### The clock network

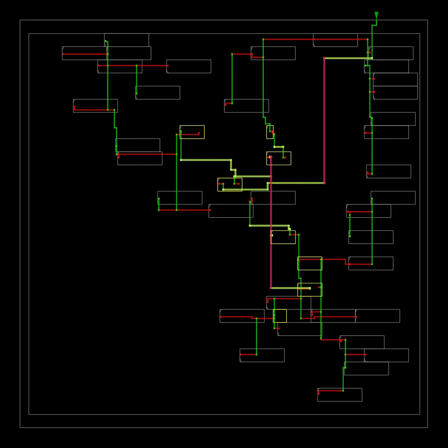
### Close-up of the layout

Region (34, 34) to (84, 84) um. Cells in grey, sequential cells in the stronger grey; small squares are vias.
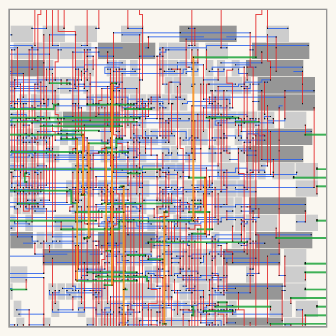
Design hazard_ctrl, sky130hd; sources not shown.
==> flow_summary.json <==
{
  "peakVddDrop_uv": 413,
  "worst_setup_ep_type": "output port",
  "post_drt_via_cell_ratio": 5.40,
  "floorplan.die_area_um2": 7130,
  "seq-cell-share": 0.206,
  "async_flop_share": 1.00,
  "flow.area_growth_from_synthesis_pct": 34.8,
  "logic_family": "simple AND/OR/NAND/NOR gates",
  "yosysCellCount": 502,
  "groute.layer.met1.usage": 0.371,
  "gr-usage-all-layers": 0.275,
  "power.sequential.fraction": 0.410,
  "r2r_slack_ps": 310,
  "synth_seq_share": 0.277,
  "maxSlewViolCount": 0,
  "layout.non_clock_buffers": 101,
  "worst_setup_slack_before_clock_tree_synthesis_ps": -1060,
  "yosys_most_used_dff": "sky130_fd_sc_hd__dfrtp_1",
  "timing_hold_violations_final": 0,
  "post_synth_inst_count": 502,
  "hold-worst-slack_ps": 138,
  "critPathMostFrequentCell": "sky130_fd_sc_hd__inv_1",
  "detailroute.wirelength.met3_um": 742,
  "clk_share": 0.0214,
  "required_time_at_the_endpoint_of_the_critical_path_ps": 1810,
  "rsz0062_at_grt": "no",
  "h_tree_depth": 2,
  "synth-warning-count": 6,
  "final_layout_top_logic_cell": "sky130_fd_sc_hd__nand2_1",
  "outcome": "complete, no violations",
  "combinationalPower_mw": 0.597,
  "worst_ep_arrival_time_ps": 1750,
  "post-synth-top-area-cell": "sky130_fd_sc_hd__dfrtp_1",
  "row_count": 29,
  "power_leakage_nw": 2.21,
  "bufAreaShareNonClock": 0.201,
  "post_synth_fa_ha_maj_area_fraction": 0.0270,
  "grt.overflow.total": 0,
  "remaining_drc_errors": 0,
  "pin_count_of_the_biggest_net_entering_global_routing": 37,
  "finish.utilization": 0.686,
  "post_synth_most_frequent_cells": "166 x sky130_fd_sc_hd__nand2_1, 58 x sky130_fd_sc_hd__nor2_1, 56 x sky130_fd_sc_hd__inv_1",
  "wire_length_after_detailed_routing_um": 9820,
  "number_of_antenna_violations_at_the_first_check_in_global_routing": 0,
  "met3_usage": 0.0511,
  "groute.layer.met2.usage": 0.457,
  "ys.flops": 36,
  "tritoncts_clock_tree": "built",
  "share_of_cell_area_taken_by_muxes_after_synthesis": 0,
  "finalWorstSetupSlack_ps": 55.4,
  "min_period_over_period": 0.977,
  "core_region_area_um2": 6390,
  "design.portCount": 91,
  "cp_num_cells": 6,
  "place.gp.congestion": 0.994,
  "switching_power_mw": 0.626,
  "hpwl_um": 7720,
  "edff_count_synth": 0,
  "postSynthNetCount": 557,
  "flop_area_um2": 901,
  "synth_xor_xnor_area_share": 0.143,
  "cts_buffers": 5,
  "worst_slew_pin_slew_ps": 811,
  "comb_area_frac": 0.500,
  "timing.critical_path.max_delay_family": "buffers and inverters",
  "max_cap_viol_count": 0,
  "timing_worst_setup_path_type": "in -> out",
  "dr_wl_met2_um": 4650,
  "cts_hold_buf": 0,
  "wire_length_on_met1_um": 4230,
  "clkbuf_count": 7,
  "worst_hold_path_type": "in -> async",
  "total_power_mw": 1.78,
  "flop-count": 36,
  "die-width_um": 84.4,
  "yosysMostFrequentCell": "sky130_fd_sc_hd__nand2_1",
  "reg2regPathDepth": 11,
  "synth.lib_cells_used.distinct": 32,
  "busiest_layer": "met2",
  "worst-path-buf-inv": 4,
  "critPathLaunchType": "input port",
  "nNetsFinal": 654,
  "ant_nets": 0,
  "final.signal_inverter_count": 57,
  "instances_no_fill": 677,
  "postLayoutCellArea_um2": 4380,
  "dr_total_vias": 3657,
  "cellInternalPower_mw": 1.15,
  "fp-utilization": 0.509,
  "placement.io_buffers": 88,
  "power-per-cell-area_nw_per_um2": 406,
  "critical_path.cell_chain": "dlygate4sd2_1, inv_1, nand4_1, inv_1, nor4b_2, clkdlybuf4s15_1",
  "cts_repair_resize_count": 86,
  "yosys.area.top_type_share": 0.277,
  "share_of_total_power_in_the_clock_network": 0.255,
  "detail_route.first_pass.iterations": 5,
  "switch_share": 0.352,
  "netlist_area_um2": 3250,
  "tool_warnings": 28,
  "diodes_inserted": 0,
  "cts.path.max_buffers": 2,
  "post-route-min-period_ps": 2390,
  "worst-path-max-fanout": 4,
  "top_layer_used": "met4",
  "cts_root_buffer": "sky130_fd_sc_hd__clkbuf_8",
  "final_cell_mix": "163 x sky130_fd_sc_hd__nand2_1, 56 x sky130_fd_sc_hd__nor2_1, 49 x sky130_fd_sc_hd__inv_1",
  "sequentialPower_mw": 0.729,
  "placed_cells_incl_taps": 667,
  "dpl-instance-area_um2": 4220,
  "multi_input_comb_cells": 398,
  "share_comb_of_total_power": 0.335,
  "fp.dieH_um": 84.4,
  "routed_wire_length_per_instance_um": 14.5,
  "initial_detailed_routing_violation_count": 294,
  "first_global_vias": 3469,
  "dominant-cell-class": "logic gates",
  "clock.fmax_mhz": 418,
  "clk_transition_reported_paths_ps": 70,
  "leading_post_synthesis_cells_by_cell_area": "sky130_fd_sc_hd__dfrtp_1 28%, sky130_fd_sc_hd__nand2_1 19%, sky130_fd_sc_hd__xor2_1 8.1%",
  "fin_setup_tns_ps": 0,
  "timing.slew.headroom": 0.459,
  "post_synth_ao_oa_area_fraction": 0.0339,
  "synth.avg_cell_area_um2": 6.47,
  "crit_path_max_cell_delay_ps": 360,
  "comb_area_um2": 2190,
  "fill_cells": 569
}
Back to the opening pictures, 'The clock network':
clock latency on the worst-skew pair: 290 ps
clock-net power: 0.453 mW
count of clock tree sinks: 36

Back to the opening pictures, 'Close-up of the layout':
Red is met2. Green is met3. Orange is met4. Blue is met1.
Sequential cells in the window: 17. Most frequent: nand2_1 (87), nor2_1 (36), clkdlybuf4s50_1 (25). 261 logic cells have their middle in the window.

Power is estimated from default activity; no workload was simulated.
